<file path="config.mk">
export PLATFORM = sky130hd
export DESIGN_NAME = uart_rx_status
export DESIGN_NICKNAME = d
export VERILOG_FILES = /design/src/rtl/uart_pkg.sv /design/src/rtl/uart_baud_tick.sv /design/src/rtl/uart_rx_status.sv
export SDC_FILE = /design/constraint.sdc
export NUM_CORES = 1
export LEC_CHECK = 0
export ABC_CLOCK_PERIOD_IN_PS = 1800
export CAP_MARGIN = 20
export CELL_PAD_IN_SITES_DETAIL_PLACEMENT = 1
export CELL_PAD_IN_SITES_GLOBAL_PLACEMENT = 2
export CORE_MARGIN = 5
export CORE_UTILIZATION = 34
export DETAILED_ROUTE_END_ITERATION = 10
export GPL_TIMING_DRIVEN = 0
export PLACE_DENSITY = 0.7
export SLEW_MARGIN = 20
export SYNTH_ARGS = -nofsm -noshare
export SYNTH_HDL_FRONTEND = slang
export SYNTH_SLANG_ARGS = --single-unit
</file>
<file path="constraint.sdc">
create_clock -name clk -period 1.8 [get_ports clk]
set_clock_uncertainty 0.15 [all_clocks]
set_input_delay 0.27 -clock clk [delete_from_list [all_inputs] [get_ports clk]]
set_output_delay 0.27 -clock clk [all_outputs]
set_load 0.05 [all_outputs]
</file>
<file path="src/rtl/uart_pkg.sv">
// Shared UART definitions: receiver FSM states, frame width and status bit positions.
package uart_pkg;

    typedef enum logic [2:0] {
        ST_IDLE,
        ST_START,
        ST_DATA,
        ST_PARITY,
        ST_STOP
    } uart_rx_state_t;

    localparam int UART_DATA_BITS = 8;

    localparam int UART_ST_READY = 0;
    localparam int UART_ST_ERR   = 1;

endpackage

</file>
<file path="src/rtl/uart_baud_tick.sv">
// Oversampling baud divider: one-cycle tick every DIV clocks, counter restartable from 0.
// Latency: tick is decoded from the counter register, DIV cycles after restart.
// Backpressure: none; free-running.
module uart_baud_tick #(
    parameter int unsigned DIV = 27
) (
    input  logic clk,
    input  logic reset_n,
    input  logic restart,
    output logic tick
);

    localparam int CW = (DIV > 1) ? $clog2(DIV) : 1;
    localparam logic [CW-1:0] LAST = CW'(DIV - 1);

    logic [CW-1:0] cnt;

    always_ff @(posedge clk or negedge reset_n) begin
        if (!reset_n) begin
            cnt <= '0;
        end else if (restart || cnt == LAST) begin
            cnt <= '0;
        end else begin
            cnt <= cnt + 1'b1;
        end
    end

    assign tick = (cnt == LAST);

endmodule

</file>
<file path="src/rtl/uart_rx_status.sv">
// UART receiver feeding a 2-bit IRQ status vector (ready, sticky error); UART_RX_PARITY_EN adds even parity.
// Latency: status rises 1 clk after the stop-bit sample; rd_ack clears status on the next edge.
// Backpressure: none; a byte completing while ready is set is dropped and flagged as overrun.
module uart_rx_status
    import uart_pkg::*;
#(
    parameter int unsigned CLK_HZ     = 50000000,
    parameter int unsigned BAUD       = 115200,
    parameter int unsigned OVERSAMPLE = 16
) (
    input  logic       clk,
    input  logic       reset_n,
    input  logic       rx_i,
    input  logic       rd_ack_i,
    output logic [7:0] rx_data_o,
    output logic [1:0] status_o,
    output logic       busy_o
);

    localparam int unsigned DIV = CLK_HZ / (BAUD * OVERSAMPLE);
    localparam int SCW = $clog2(OVERSAMPLE);
    localparam int BIW = $clog2(UART_DATA_BITS);
    localparam logic [SCW-1:0] SC_MID  = SCW'(OVERSAMPLE / 2 - 1);
    localparam logic [SCW-1:0] SC_LAST = SCW'(OVERSAMPLE - 1);
    localparam logic [BIW-1:0] BI_LAST = BIW'(UART_DATA_BITS - 1);

    logic                      rx_meta;
    logic                      rx_s;
    logic                      restart;
    logic                      tick;
    uart_rx_state_t            state;
    logic [SCW-1:0]            sc;
    logic [BIW-1:0]            bit_idx;
    logic [UART_DATA_BITS-1:0] shreg;
    logic                      stop_bit;
    logic                      done;
    logic                      par_err;
    logic                      ready;
    logic                      ack_eff;

    always_ff @(posedge clk or negedge reset_n) begin
        if (!reset_n) begin
            rx_meta <= 1'b1;
            rx_s    <= 1'b1;
        end else begin
            rx_meta <= rx_i;
            rx_s    <= rx_meta;
        end
    end

    // Realign the divider to the falling start edge so samples land mid-bit.
    assign restart = (state == ST_IDLE) && !rx_s;

    uart_baud_tick #(
        .DIV(DIV)
    ) u_baud_tick (
        .clk    (clk),
        .reset_n(reset_n),
        .restart(restart),
        .tick   (tick)
    );

`ifndef UART_RX_PARITY_EN
    assign par_err = 1'b0;
`endif

    always_ff @(posedge clk or negedge reset_n) begin
        if (!reset_n) begin
            state    <= ST_IDLE;
            sc       <= '0;
            bit_idx  <= '0;
            shreg    <= '0;
            stop_bit <= 1'b1;
            done     <= 1'b0;
            busy_o   <= 1'b0;
`ifdef UART_RX_PARITY_EN
            par_err  <= 1'b0;
`endif
        end else begin
            done <= 1'b0;
            case (state)
                ST_IDLE: begin
                    if (!rx_s) begin
                        state  <= ST_START;
                        sc     <= '0;
                        busy_o <= 1'b1;
                    end
                end
                ST_START: begin
                    if (tick) begin
                        if (sc == SC_MID) begin
                            if (rx_s) begin
                                state  <= ST_IDLE;
                                busy_o <= 1'b0;
                            end else begin
                                state   <= ST_DATA;
                                sc      <= '0;
                                bit_idx <= '0;
                            end
                        end else begin
                            sc <= sc + 1'b1;
                        end
                    end
                end
                ST_DATA: begin
                    if (tick) begin
                        if (sc == SC_LAST) begin
                            shreg   <= {rx_s, shreg[UART_DATA_BITS-1:1]};
                            sc      <= '0;
                            bit_idx <= bit_idx + 1'b1;
                            if (bit_idx == BI_LAST) begin
`ifdef UART_RX_PARITY_EN
                                state <= ST_PARITY;
`else
                                state <= ST_STOP;
`endif
                            end
                        end else begin
                            sc <= sc + 1'b1;
                        end
                    end
                end
`ifdef UART_RX_PARITY_EN
                ST_PARITY: begin
                    if (tick) begin
                        if (sc == SC_LAST) begin
                            par_err <= ^{shreg, rx_s};
                            sc      <= '0;
                            state   <= ST_STOP;
                        end else begin
                            sc <= sc + 1'b1;
                        end
                    end
                end
`endif
                ST_STOP: begin
                    if (tick) begin
                        if (sc == SC_LAST) begin
                            stop_bit <= rx_s;
                            done     <= 1'b1;
                            sc       <= '0;
                            state    <= ST_IDLE;
                            busy_o   <= 1'b0;
                        end else begin
                            sc <= sc + 1'b1;
                        end
                    end
                end
                default: begin
                    state  <= ST_IDLE;
                    busy_o <= 1'b0;
                end
            endcase
        end
    end

    assign ready   = status_o[UART_ST_READY];
    assign ack_eff = rd_ack_i && ready;

    // An ack landing with a completion is applied first, so the new byte is not an overrun.
    always_ff @(posedge clk or negedge reset_n) begin
        if (!reset_n) begin
            rx_data_o <= '0;
            status_o  <= '0;
        end else begin
            if (ack_eff) begin
                status_o <= 2'b00;
            end
            if (done) begin
                if (!stop_bit) begin
                    status_o[UART_ST_ERR] <= 1'b1;
                end else if (!ready || ack_eff) begin
                    rx_data_o               <= shreg;
                    status_o[UART_ST_READY] <= 1'b1;
                    if (par_err) begin
                        status_o[UART_ST_ERR] <= 1'b1;
                    end
                end else begin
                    status_o[UART_ST_ERR] <= 1'b1;
                end
            end
        end
    end

endmodule

</file>
### Gate families picked out

(4 px per um)
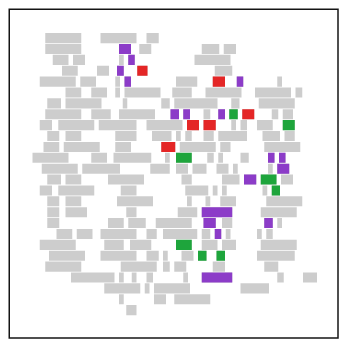
- purple: aoi and oai cells (cells 17)
- red: non-inverting ao/oa cells (cells 6)
- green: and/or cells (cells 8)
most frequently placed logic cell in the final layout: sky130_fd_sc_hd__dfrtp_1
multi-input gate share of the layout cell area: 36.5%
post-route non-filler standard cell count: 252

### Cell classes on the final placement

(4 px per um) Fill, decap, tap and diode cells in grey.
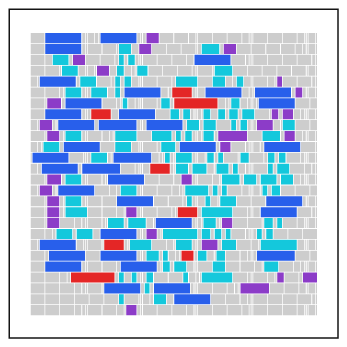
- cyan: remaining logic cells (cells 106; share of their area 39%)
- purple: remaining buffers and delay cells (cells 30; share of their area 12%)
- red: clock drivers and dummy loads (cells 8; share of their area 6.1%)
- blue: sequential cells (cells 38; share of their area 43%)
final design area excluding fillers: 2330 um^2
Site Rows: 26
end-of-flow core utilization: 46.0%
CORE AREA: 5070 um^2
sequential share of cell area: 40.9%

==> reports/metrics.yaml <==
power_frac_seq_pct: 48.7
status: "complete, but fails checks"
grt_start_max_net_pins: 30
worst_path_largest_cell_delay_ps: 390
routed_wl_um: 4060
grt_first_pass_wirelength_um: 7090
setup.worst_path.end_class: "register"
gp_congestion: 0.745
cp_num_cells: 5
violations: "negative setup slack"
cp_num_buf_inv: 2
reg2regPathDepth: 5
cellInternalPower_mw: 1.43
layout_min_cycle_time_ps: 1880
dp_slack_ps: -435
layout.clock_buffers: 5
wl_met3_um: 99
core_util_at_fp_pct: 34.6
worst_hold_path_endpoint: "rx_s"
globalRouteMet2Util_pct: 23.8
numCtsBuffers: 5
grt_util_met3_pct: 3.95
ys_seq_share_pct: 54.4
nMultiInputCombCells: 97
first_pass_iters: 4
layout.cells.most_common_list: "34 x sky130_fd_sc_hd__dfrtp_1, 15 x sky130_fd_sc_hd__mux2_2, 11 x sky130_fd_sc_hd__nor2_1, 11 x sky130_fd_sc_hd__dlygate4sd2_1, 9 x sky130_fd_sc_hd__inv_1"
timing.rr.start: "state[2]"
irDropWorstVdd_mv: 0.527
r2r_end: "shreg[1]"
total_chip_power_mw: 1.77
cts.repair.resized: 28
antenna_cells_inserted: 0
yosys_cells: 148
layout_setup_ws_ps: -83.7
async_flop_share_pct: 100
reg2reg_slack_ps: -80
root_buffer: "sky130_fd_sc_hd__clkbuf_8"
n_sequential_cell: 38
global_route_met1_usage_pct: 16.9
timing.critical_path.from_type: "register"
clkPwrFrac_pct: 48.9
timing.hold.worst.class: "reg -> reg"
holdCritStartpoint: "rx_meta"
place_hpwl_um: 2830
synthesis.yosys.warnings: 0
setup_viol: 10
layout.nets: 190
yosysChipArea_um2: 1750
vias: 1258
==> state kept, by name, indices dropped and copies added (netlist names), 2 cells and up <==
name,cells
state,3
u_baud_tick.cnt,5
shreg,8
rx_data_o,8
status_o,2
sc,4
bit_idx,3
==> cell usage after synthesis (2+ instances only) <==
cell type | n | area share [%]
sky130_fd_sc_hd__dfrtp_1 | 35 | 50
sky130_fd_sc_hd__mux2_2 | 18 | 12
sky130_fd_sc_hd__nor2_1 | 11 | 2.4
sky130_fd_sc_hd__inv_1 | 9 | 1.9
sky130_fd_sc_hd__nand3_1 | 6 | 1.7
sky130_fd_sc_hd__a21oi_1 | 5 | 1.4
sky130_fd_sc_hd__ha_1 | 5 | 3.6
sky130_fd_sc_hd__o21ai_0 | 5 | 1.4
sky130_fd_sc_hd__nand2_1 | 4 | 0.86
sky130_fd_sc_hd__clkbuf_1 | 3 | 0.64
sky130_fd_sc_hd__dfstp_2 | 3 | 4.5
sky130_fd_sc_hd__nor3_1 | 3 | 0.86
sky130_fd_sc_hd__xor2_1 | 3 | 1.5
sky130_fd_sc_hd__a22o_1 | 2 | 1.0
sky130_fd_sc_hd__nand4b_1 | 2 | 1.0
sky130_fd_sc_hd__nor2b_1 | 2 | 0.71
sky130_fd_sc_hd__o22ai_1 | 2 | 0.71
sky130_fd_sc_hd__or3_1 | 2 | 0.71
sky130_fd_sc_hd__xnor2_1 | 2 | 1.0
==> logic make-up after synthesis <==
kind of cell	share of synthesized area, %
XOR/XNOR	2.50
AND/OR/NAND/NOR	15.7
AND-OR/OR-AND	8.85
multiplexers	12.1
flip-flops	54.4
adder cells (fa/ha/maj)	3.57
buffers and inverters	2.85
